<file path="src/rtl/emap_gather_scheduler.sv">
// Row sequencer for the 8-wide column-gather unit: issues one chunk read per credit,
// then tracks the fixed-latency gather pipeline so valid/last/row-id line up with output_row.
module emap_gather_scheduler #(
    parameter int MULT_W     = 32,
    parameter int CHUNK_W    = 8,
    parameter int ROWID_W    = 16,
    parameter int GATHER_LAT = 2,
    parameter int CREDITS    = 4
) (
    input  logic               clk,
    input  logic               rst_n,
    input  logic               row_valid,
    output logic               row_ready,
    input  logic [MULT_W-1:0]  row_multiples,
    input  logic [ROWID_W-1:0] row_id,
    output logic [CHUNK_W-1:0] chunk_sel,
    output logic               read_strobe,
    output logic               out_valid,
    output logic               out_last,
    output logic [ROWID_W-1:0] out_row_id,
    input  logic               credit_return,
    output logic               busy,
    output logic               err_zero_len,
    output logic               err_credit_ovf
);

    localparam int CRED_W = $clog2(CREDITS + 1);

    localparam logic [1:0] ST_IDLE  = 2'd0;
    localparam logic [1:0] ST_ISSUE = 2'd1;
    localparam logic [1:0] ST_DRAIN = 2'd2;

    localparam logic [MULT_W-1:0]  MAX_CHUNKS    = MULT_W'((2 ** CHUNK_W) - 1);
    localparam logic [CHUNK_W-1:0] MAX_CHUNK_SEL = CHUNK_W'((2 ** CHUNK_W) - 1);
    localparam logic [CRED_W-1:0]  CRED_FULL     = CRED_W'(CREDITS);
    localparam logic [CRED_W-1:0]  CRED_ONE      = CRED_W'(1);

    logic [1:0]         state_reg;
    logic [CHUNK_W-1:0] count_reg;
    logic [CHUNK_W-1:0] chunk_idx_reg;
    logic [ROWID_W-1:0] row_id_reg;
    logic [CHUNK_W-1:0] chunk_sel_reg;
    logic               read_strobe_reg;
    logic               strobe_last_reg;
    logic [ROWID_W-1:0] strobe_id_reg;
    logic [CRED_W-1:0]  credits_reg;
    logic [CRED_W-1:0]  credits_next;
    logic               err_zero_len_reg;
    logic               err_credit_ovf_reg;

    logic               pipe_valid_reg [GATHER_LAT];
    logic               pipe_last_reg  [GATHER_LAT];
    logic [ROWID_W-1:0] pipe_id_reg    [GATHER_LAT];

    logic               issue_fire;
    logic               return_ok;
    logic               is_last;
    logic               upstream_busy;
    logic               any_stage;
    logic [CHUNK_W-1:0] row_count_clamped;

    always_comb begin
        issue_fire = (state_reg == ST_ISSUE) && (credits_reg != '0);
        // A return while already full cannot correspond to a real slot, so it is dropped.
        return_ok  = credit_return && (credits_reg != CRED_FULL);
        credits_next = credits_reg;
        if (issue_fire) begin
            credits_next = credits_next - CRED_ONE;
        end
        if (return_ok) begin
            credits_next = credits_next + CRED_ONE;
        end
        is_last = (chunk_idx_reg == (count_reg - CHUNK_W'(1)));
        row_count_clamped = (row_multiples > MAX_CHUNKS) ? MAX_CHUNK_SEL
                                                         : row_multiples[CHUNK_W-1:0];
    end

    // The final stage may still be presenting data when IDLE is re-entered; only the
    // strobe register and the earlier stages hold back the return to IDLE.
    always_comb begin
        upstream_busy = read_strobe_reg;
        for (int i = 0; i < GATHER_LAT - 1; i++) begin
            upstream_busy = upstream_busy | pipe_valid_reg[i];
        end
        any_stage = 1'b0;
        for (int i = 0; i < GATHER_LAT; i++) begin
            any_stage = any_stage | pipe_valid_reg[i];
        end
    end

    always_ff @(posedge clk or negedge rst_n) begin
        if (!rst_n) begin
            state_reg          <= ST_IDLE;
            count_reg          <= '0;
            chunk_idx_reg      <= '0;
            row_id_reg         <= '0;
            chunk_sel_reg      <= '0;
            read_strobe_reg    <= 1'b0;
            strobe_last_reg    <= 1'b0;
            strobe_id_reg      <= '0;
            credits_reg        <= CRED_FULL;
            err_zero_len_reg   <= 1'b0;
            err_credit_ovf_reg <= 1'b0;
        end else begin
            err_zero_len_reg <= 1'b0;
            read_strobe_reg  <= 1'b0;
            strobe_last_reg  <= 1'b0;
            credits_reg      <= credits_next;
            if (credit_return && (credits_reg == CRED_FULL)) begin
                err_credit_ovf_reg <= 1'b1;
            end
            case (state_reg)
                ST_IDLE: begin
                    if (row_valid) begin
                        if (row_multiples == '0) begin
                            err_zero_len_reg <= 1'b1;
                        end else begin
                            count_reg     <= row_count_clamped;
                            row_id_reg    <= row_id;
                            chunk_idx_reg <= '0;
                            state_reg     <= ST_ISSUE;
                        end
                    end
                end
                ST_ISSUE: begin
                    // While starved the select already shows the next chunk to be issued.
                    chunk_sel_reg <= chunk_idx_reg;
                    if (issue_fire) begin
                        read_strobe_reg <= 1'b1;
                        strobe_last_reg <= is_last;
                        strobe_id_reg   <= row_id_reg;
                        chunk_idx_reg   <= chunk_idx_reg + CHUNK_W'(1);
                        if (is_last) begin
                            state_reg <= ST_DRAIN;
                        end
                    end
                end
                ST_DRAIN: begin
                    if (!upstream_busy) begin
                        state_reg <= ST_IDLE;
                    end
                end
                default: begin
                    state_reg <= ST_IDLE;
                end
            endcase
        end
    end

    genvar gi;
    generate
        for (gi = 0; gi < GATHER_LAT; gi++) begin : g_stage
            logic               valid_in;
            logic               last_in;
            logic [ROWID_W-1:0] id_in;

            if (gi == 0) begin : g_head
                assign valid_in = read_strobe_reg;
                assign last_in  = read_strobe_reg & strobe_last_reg;
                assign id_in    = strobe_id_reg;
            end else begin : g_body
                assign valid_in = pipe_valid_reg[gi-1];
                assign last_in  = pipe_last_reg[gi-1];
                assign id_in    = pipe_id_reg[gi-1];
            end

            always_ff @(posedge clk or negedge rst_n) begin
                if (!rst_n) begin
                    pipe_valid_reg[gi] <= 1'b0;
                    pipe_last_reg[gi]  <= 1'b0;
                    pipe_id_reg[gi]    <= '0;
                end else begin
                    pipe_valid_reg[gi] <= valid_in;
                    pipe_last_reg[gi]  <= last_in;
                    pipe_id_reg[gi]    <= id_in;
                end
            end
        end
    endgenerate

    assign row_ready      = (state_reg == ST_IDLE);
    assign chunk_sel      = chunk_sel_reg;
    assign read_strobe    = read_strobe_reg;
    assign out_valid      = pipe_valid_reg[GATHER_LAT-1];
    assign out_last       = pipe_last_reg[GATHER_LAT-1];
    assign out_row_id     = pipe_id_reg[GATHER_LAT-1];
    assign busy           = (state_reg != ST_IDLE) || read_strobe_reg || any_stage;
    assign err_zero_len   = err_zero_len_reg;
    assign err_credit_ovf = err_credit_ovf_reg;

endmodule
</file>
<file path="config.mk">
export PLATFORM = sky130hd
export DESIGN_NAME = emap_gather_scheduler
export DESIGN_NICKNAME = d
export VERILOG_FILES = /design/src/rtl/emap_gather_scheduler.sv
export SDC_FILE = /design/constraint.sdc
export NUM_CORES = 1
export LEC_CHECK = 0
export CAP_MARGIN = 10
export CORE_ASPECT_RATIO = 1.25
export CORE_MARGIN = 10
export CORE_UTILIZATION = 45
export DETAILED_ROUTE_END_ITERATION = 12
export PLACE_DENSITY = 0.78
export SLEW_MARGIN = 40
export SYNTH_ARGS = -nofsm -noshare
export SYNTH_HDL_FRONTEND = slang
export SYNTH_SLANG_ARGS = --single-unit
</file>
<file path="constraint.sdc">
create_clock -name clk -period 5.7 [get_ports clk]
set_clock_uncertainty 0.1 [all_clocks]
set_input_delay 0.57 -clock clk [delete_from_list [all_inputs] [get_ports clk]]
set_output_delay 0.57 -clock clk [all_outputs]
set_load 0.02 [all_outputs]
</file>
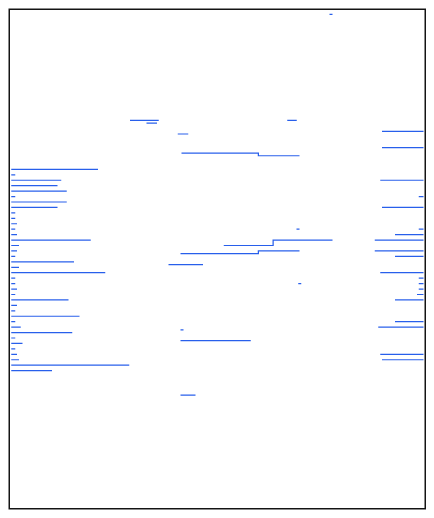
Fig. 1. Metal 3.
(4 px per µm)
The longest straight run is 29.2 µm. The layer carries 523 µm of wire. The wires run mostly horizontal. The layer holds 6.5% of the routed length. 64 nets have wire on it.
final routed wirelength across all metal layers: 8040 µm
via count: 2730
met3 Usage GRT: 0.0450

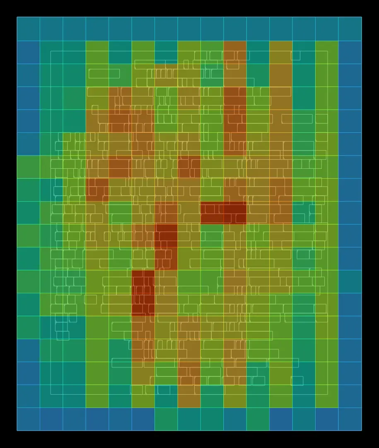
Fig. 2. Track usage over the die.
Total GRT Usage: 0.129
met2 layer usage reported by global route: 0.209
layer carrying the most global-route usage: met2
Global Route met1 Usage: 0.154

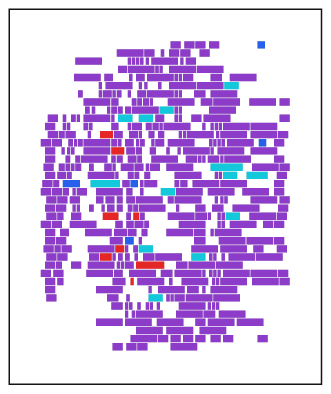
Fig. 3. Drive-strength map.
(3 px per µm)
Key: blue = drive 3 to 4 [cells 5, share 1.2%, most used buf_4]; cyan = drive 6 and up [cells 13, share 3.0%, most used clkbuf_8]; red = drive 2 [cells 8, share 1.9%, most used nor4_2]; purple = drive 1 or less [cells 406, share 94%, most used dfrtp_1]
final std cell area, no fill: 5090 µm²
buffers outside the clock class: 85
synthesis-to-finish area growth: 29.4%

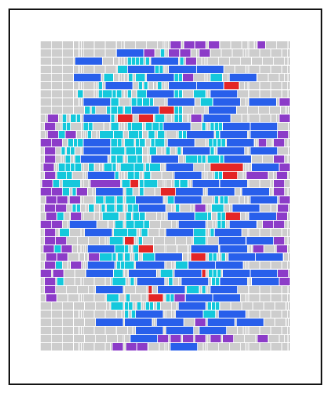
Fig. 4. Cell classes on the final placement.
(3 px per µm) Fill, decap, tap and diode cells in grey.
Key: blue = flip-flops [cells 101, share of their area 51%]; cyan = all other logic [cells 231, share of their area 27%]; red = clock drivers and dummy loads [cells 15, share of their area 3.9%]; purple = other buffers and delay cells [cells 85, share of their area 18%]
number of placement rows: 38
core utilization of the finished layout: 0.591

==> PnR_summary.wiki <==
== Flow metrics ==
{| class="wikitable"
! Metric !! Value
|-
| Final setup slack of the worst path || 2900 ps
|-
| Initial antenna violation count || 0
|-
| Leakage component of the power || about 2.3 nW
|-
| Count of placed standard cells including taps || 537
|-
| Register share of the cell area || 0.497
|-
| Multi-Input Combinational || between 200 and 250
|-
| Seq share, synth || 0.643
|-
| Cell taking the most area after synthesis || sky130_fd_sc_hd__dfrtp_1
|-
| Peak VDD IR || between 0.15 and 0.2 mV
|-
| TritonCTS clock tree || built
|-
| Pins over their slew limit || 0
|-
| Maximum buffer depth of the clock tree || 2
|-
| Power per Cell Area || 513 nW/µm²
|-
| # IOs || approximately 83
|-
| Logic area || between 1000 and 1500 µm²
|-
| Largest fanout on the critical path || 23
|-
| Fmax || roughly 0.36 GHz
|-
| Gate Count Post-Synth || approximately 350
|-
| Status || finished clean
|-
| Number of cells traversed by the worst register-to-register path || 11
|-
| Pre-CTS setup slack || ~2900 ps
|-
| Horizontal die size || roughly 100 µm
|-
| Drt first-iter violations || 157
|-
| Final TNS setup || 0 ps
|-
| Number of logic stages on the critical path including buffering || 11
|-
| Number of nets in the synthesized netlist || just over 400
|-
| Power drawn by the sequential cells || between 1 and 1.5 mW
|-
| Top routing layer in use || met4
|-
| Clock latency at the later pin of the worst-skew pair || 360 ps
|-
| Internal Pwr Total || 1.66 mW
|}
## logic make-up after synthesis
family,count (synthesis),synth area share
buffers and inverters,19,0.0229
DFF,101,0.643
and+or+nand+nor,151,0.174
adders and majority gates,5,0.0159
muxes,19,0.0538
AOI/OAI and AO/OA,35,0.0547
xor gates and xnor gates,16,0.0356
## synth_stat cells, types with 6 or more instances
master	number
sky130_fd_sc_hd__mux2_1	16
sky130_fd_sc_hd__xor2_1	10
sky130_fd_sc_hd__dfrtp_1	100
sky130_fd_sc_hd__xnor2_1	6
sky130_fd_sc_hd__buf_2	6
sky130_fd_sc_hd__nor4_1	9
sky130_fd_sc_hd__nor2_1	25
sky130_fd_sc_hd__o21ai_0	6
sky130_fd_sc_hd__a21oi_1	14
sky130_fd_sc_hd__nand2_1	85
Power figures rest on the tool's default switching activity, not on a simulated workload.
